## src/rtl/seq_sub8.sv

```systemverilog
// Bit-serial subtractor: one full-subtractor cell, LSB first.
// Result d = x - y - bin with borrow-out and signed overflow.
module seq_sub8 #(
    parameter int WIDTH = 8
) (
    input  logic             clk,
    input  logic             rst,
    input  logic             start,
    input  logic [WIDTH-1:0] x,
    input  logic [WIDTH-1:0] y,
    input  logic             bin,
    output logic             busy,
    output logic             done,
    output logic [WIDTH-1:0] d,
    output logic             bout,
    output logic             ovf
);

    localparam int CW = $clog2(WIDTH + 1);

    typedef enum logic [1:0] {
        IDLE,
        RUN,
        DONE
    } state_t;

    state_t           state;
    logic [WIDTH-1:0] xs;
    logic [WIDTH-1:0] ys;
    logic [WIDTH-1:0] res;
    logic [CW-1:0]    cnt;
    logic             br;

    logic a, b, df, bn;

    assign a  = xs[0];
    assign b  = ys[0];
    assign df = a ^ b ^ br;
    assign bn = (~a & b) | (~(a ^ b) & br);

    always_ff @(posedge clk) begin
        if (rst) begin
            state <= IDLE;
            xs    <= '0;
            ys    <= '0;
            res   <= '0;
            cnt   <= '0;
            br    <= 1'b0;
            busy  <= 1'b0;
            done  <= 1'b0;
            d     <= '0;
            bout  <= 1'b0;
            ovf   <= 1'b0;
        end else begin
            unique case (state)
                IDLE: begin
                    done <= 1'b0;
                    if (start) begin
                        xs    <= x;
                        ys    <= y;
                        br    <= bin;
                        cnt   <= '0;
                        busy  <= 1'b1;
                        state <= RUN;
                    end
                end
                RUN: begin
                    xs  <= xs >> 1;
                    ys  <= ys >> 1;
                    br  <= bn;
                    res <= {df, res[WIDTH-1:1]};
                    cnt <= cnt + 1'b1;
                    // last cell sees the captured MSBs, so overflow comes from a/b here
                    if (cnt == CW'(WIDTH - 1)) begin
                        state <= DONE;
                        busy  <= 1'b0;
                        done  <= 1'b1;
                        d     <= {df, res[WIDTH-1:1]};
                        bout  <= bn;
                        ovf   <= (a ^ b) & (df ^ a);
                    end
                end
                DONE: begin
                    done  <= 1'b0;
                    state <= IDLE;
                end
                default: begin
                    state <= IDLE;
                end
            endcase
        end
    end

endmodule

```

## config.mk

```make
export PLATFORM = sky130hd
export DESIGN_NAME = seq_sub8
export DESIGN_NICKNAME = d
export VERILOG_FILES = /design/src/rtl/seq_sub8.sv
export SDC_FILE = /design/constraint.sdc
export NUM_CORES = 1
export LEC_CHECK = 0
export CAP_MARGIN = 20
export CORE_MARGIN = 2
export CORE_UTILIZATION = 40
export CTS_CLUSTER_DIAMETER = 30
export DETAILED_ROUTE_END_ITERATION = 12
export PLACE_DENSITY_LB_ADDON = 0.3
export SLEW_MARGIN = 30
export SYNTH_ARGS = -nofsm -noshare
export SYNTH_HDL_FRONTEND = slang
export SYNTH_SLANG_ARGS = --single-unit
```

## constraint.sdc

```tcl
create_clock -name clk -period 2 [get_ports clk]
set_input_delay 0.3 -clock clk [delete_from_list [all_inputs] [get_ports clk]]
set_output_delay 0.3 -clock clk [all_outputs]
set_load 0.05 [all_outputs]
```

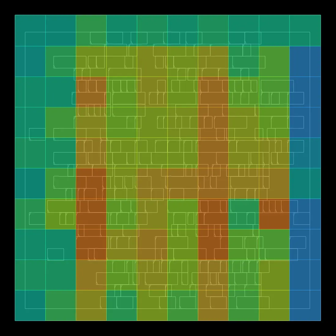
(congestion heat map)
met2 usage: 24.0%
gr busiest metal: met2

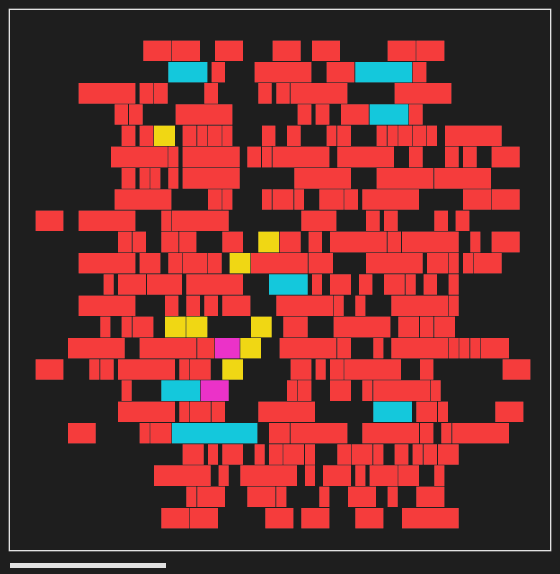
(cells by drive strength)
Scale bar: 20 um.
- x6 and larger: cyan (cells 7; share 3.0%; most used clkbuf_8)
- x2: magenta (cells 2; share 0.85%)
- x1 and smaller: red (cells 218; share 93%; most used dfxtp_1)
- x3 and x4: yellow (cells 8; share 3.4%; most used buf_4)

==> notes.md <==
run results: status complete, no violations, asr flop ratio synth 0%, f_max 556 MHz, Logic family by area AND-OR/OR-AND gates, Tapcells 50, fin util 54.2%, final setup violation count 0, GRT overflow 0, Core Box Area 4030 um2, layout filler cell count 396, mean post-synth cell area 8.28 um2, Simple Share, Synth 17.7%, die area 4780 um2, min cycle time layout 1800 ps, Post-CTS Resized 0, CTS Hold Bufs 0, mapped cell area 1700 um2, EDFF count, synth 0, logic area 781 um2, synth unique cells 31, root buffer cell clkbuf_8, Hold Violations, Final 0, drt drc 0, most instantiated logic cells after routing 42 x dfxtp_1, 34 x a21oi_1, 31 x nand2_1, 31 x clkdlybuf4s50_1, 21 x nor2_1, CP peak stage delay 560 ps, most used flip-flop cell dfxtp_1, Die Span X 69.2 um, top cell category registers, vias in the first global route 1,382, area leader, netlist dfxtp_1, initial antenna violation count 0, TritonRoute pass-1 iters 4, initial drt markers 125, XOR/XNOR Fraction of Synth Area 0.516%, measured slew at the worst slew-check pin 510 ps, syn_nets 228, Slowest-stage cell, CP fa_1, Critical path buffers and inverters 1, yosys cell count 205, Final ANT Viol Nets 0, ao+oa area frac 24.4%, Buffers on Ports 31, mean routed wirelength per cell 12.9 um, GP Congestion 0.806, tool warnings 27, CLK BUF 7, Yosys reg bits 42, Largest delay share family, worst path adder cells, DP Wirelength 2.33 mm, CP Class flop to flop, Cell area leaders dfxtp_1 50%, a21oi_1 10%, a211oi_1 7.1%, nand2_1 6.9%, nor2_1 4.6%, Mapped Cells 205, most common cell in the synthesized netlist dfxtp_1, Leak Pwr 0.808 nW, ClkCell Share 4.87%, Comb gates 144, Top Ports 32, CTS buffer count 5, row count 23, VDD IR max 0.362 mV, Post-Route WL 3.68 mm
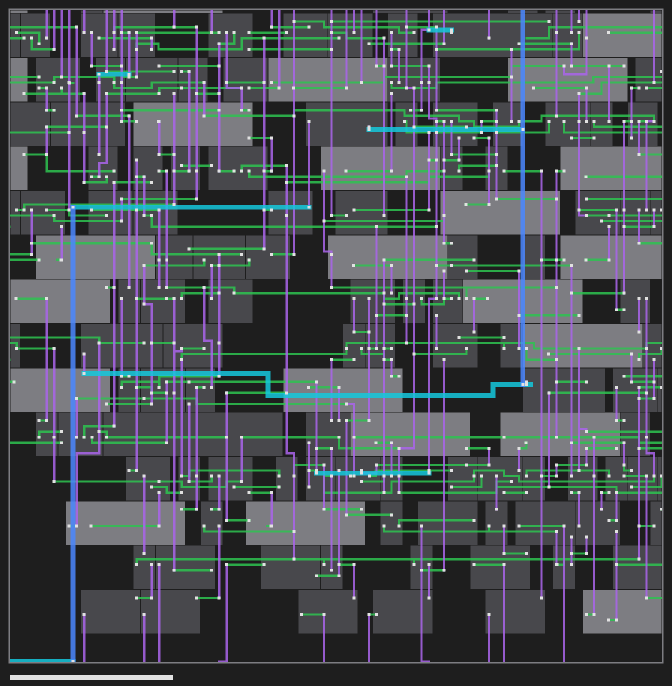
(a small window of the routed layout)
Scale bar: 10 um. Window x 15 to 55, y 1 to 41 um. Cells in grey, sequential cells in the stronger grey; small squares are vias.
- M1: green
- M2: purple
- M4: blue
- M3: cyan
- cells with their middle in the window: 120
- sequential cells in the window: 20
- netlist names of flops here include: `xs` (8), `ys` (7), `state` (2)
- most frequent: dfxtp_1 (20), a21oi_1 (16)

## where the power goes
group	switching (mW)	internal, mW
registers	0.0238	0.873
logic	0.114	0.0968
clock network	0.277	0.373
total	0.415	1.34
## per-layer routing
layer	share of wire [%]	GRT usage [%]
met1	48	22.4
met4	1.5	6.54
met3	4.1	5.56
met5	0	0
met2	46	24.0
## path summary, 6_finish.rpt
check,start,to,slack (ps),cells after the start
max,xs[0],ovf,200,5
min,res[1],res[1],470,2
max reg2reg,xs[0],ovf,200,5
min reg2reg,res[1],res[1],470,2
## per-stage QoR
step	instance area (um2)	std cells	setup slack (ps)	hold slack, ps	total power, mW
floorplan	1700	205	352	436	1.04
global placement	2080	277	315	444	1.12
detailed placement	2080	277	256	446	1.12
CTS	2180	285	210	468	1.78
global route	2180	285	153	480	1.85
finish	2180	285	201	465	1.76
No activity file was given, so power comes from the tool's default toggle rates.
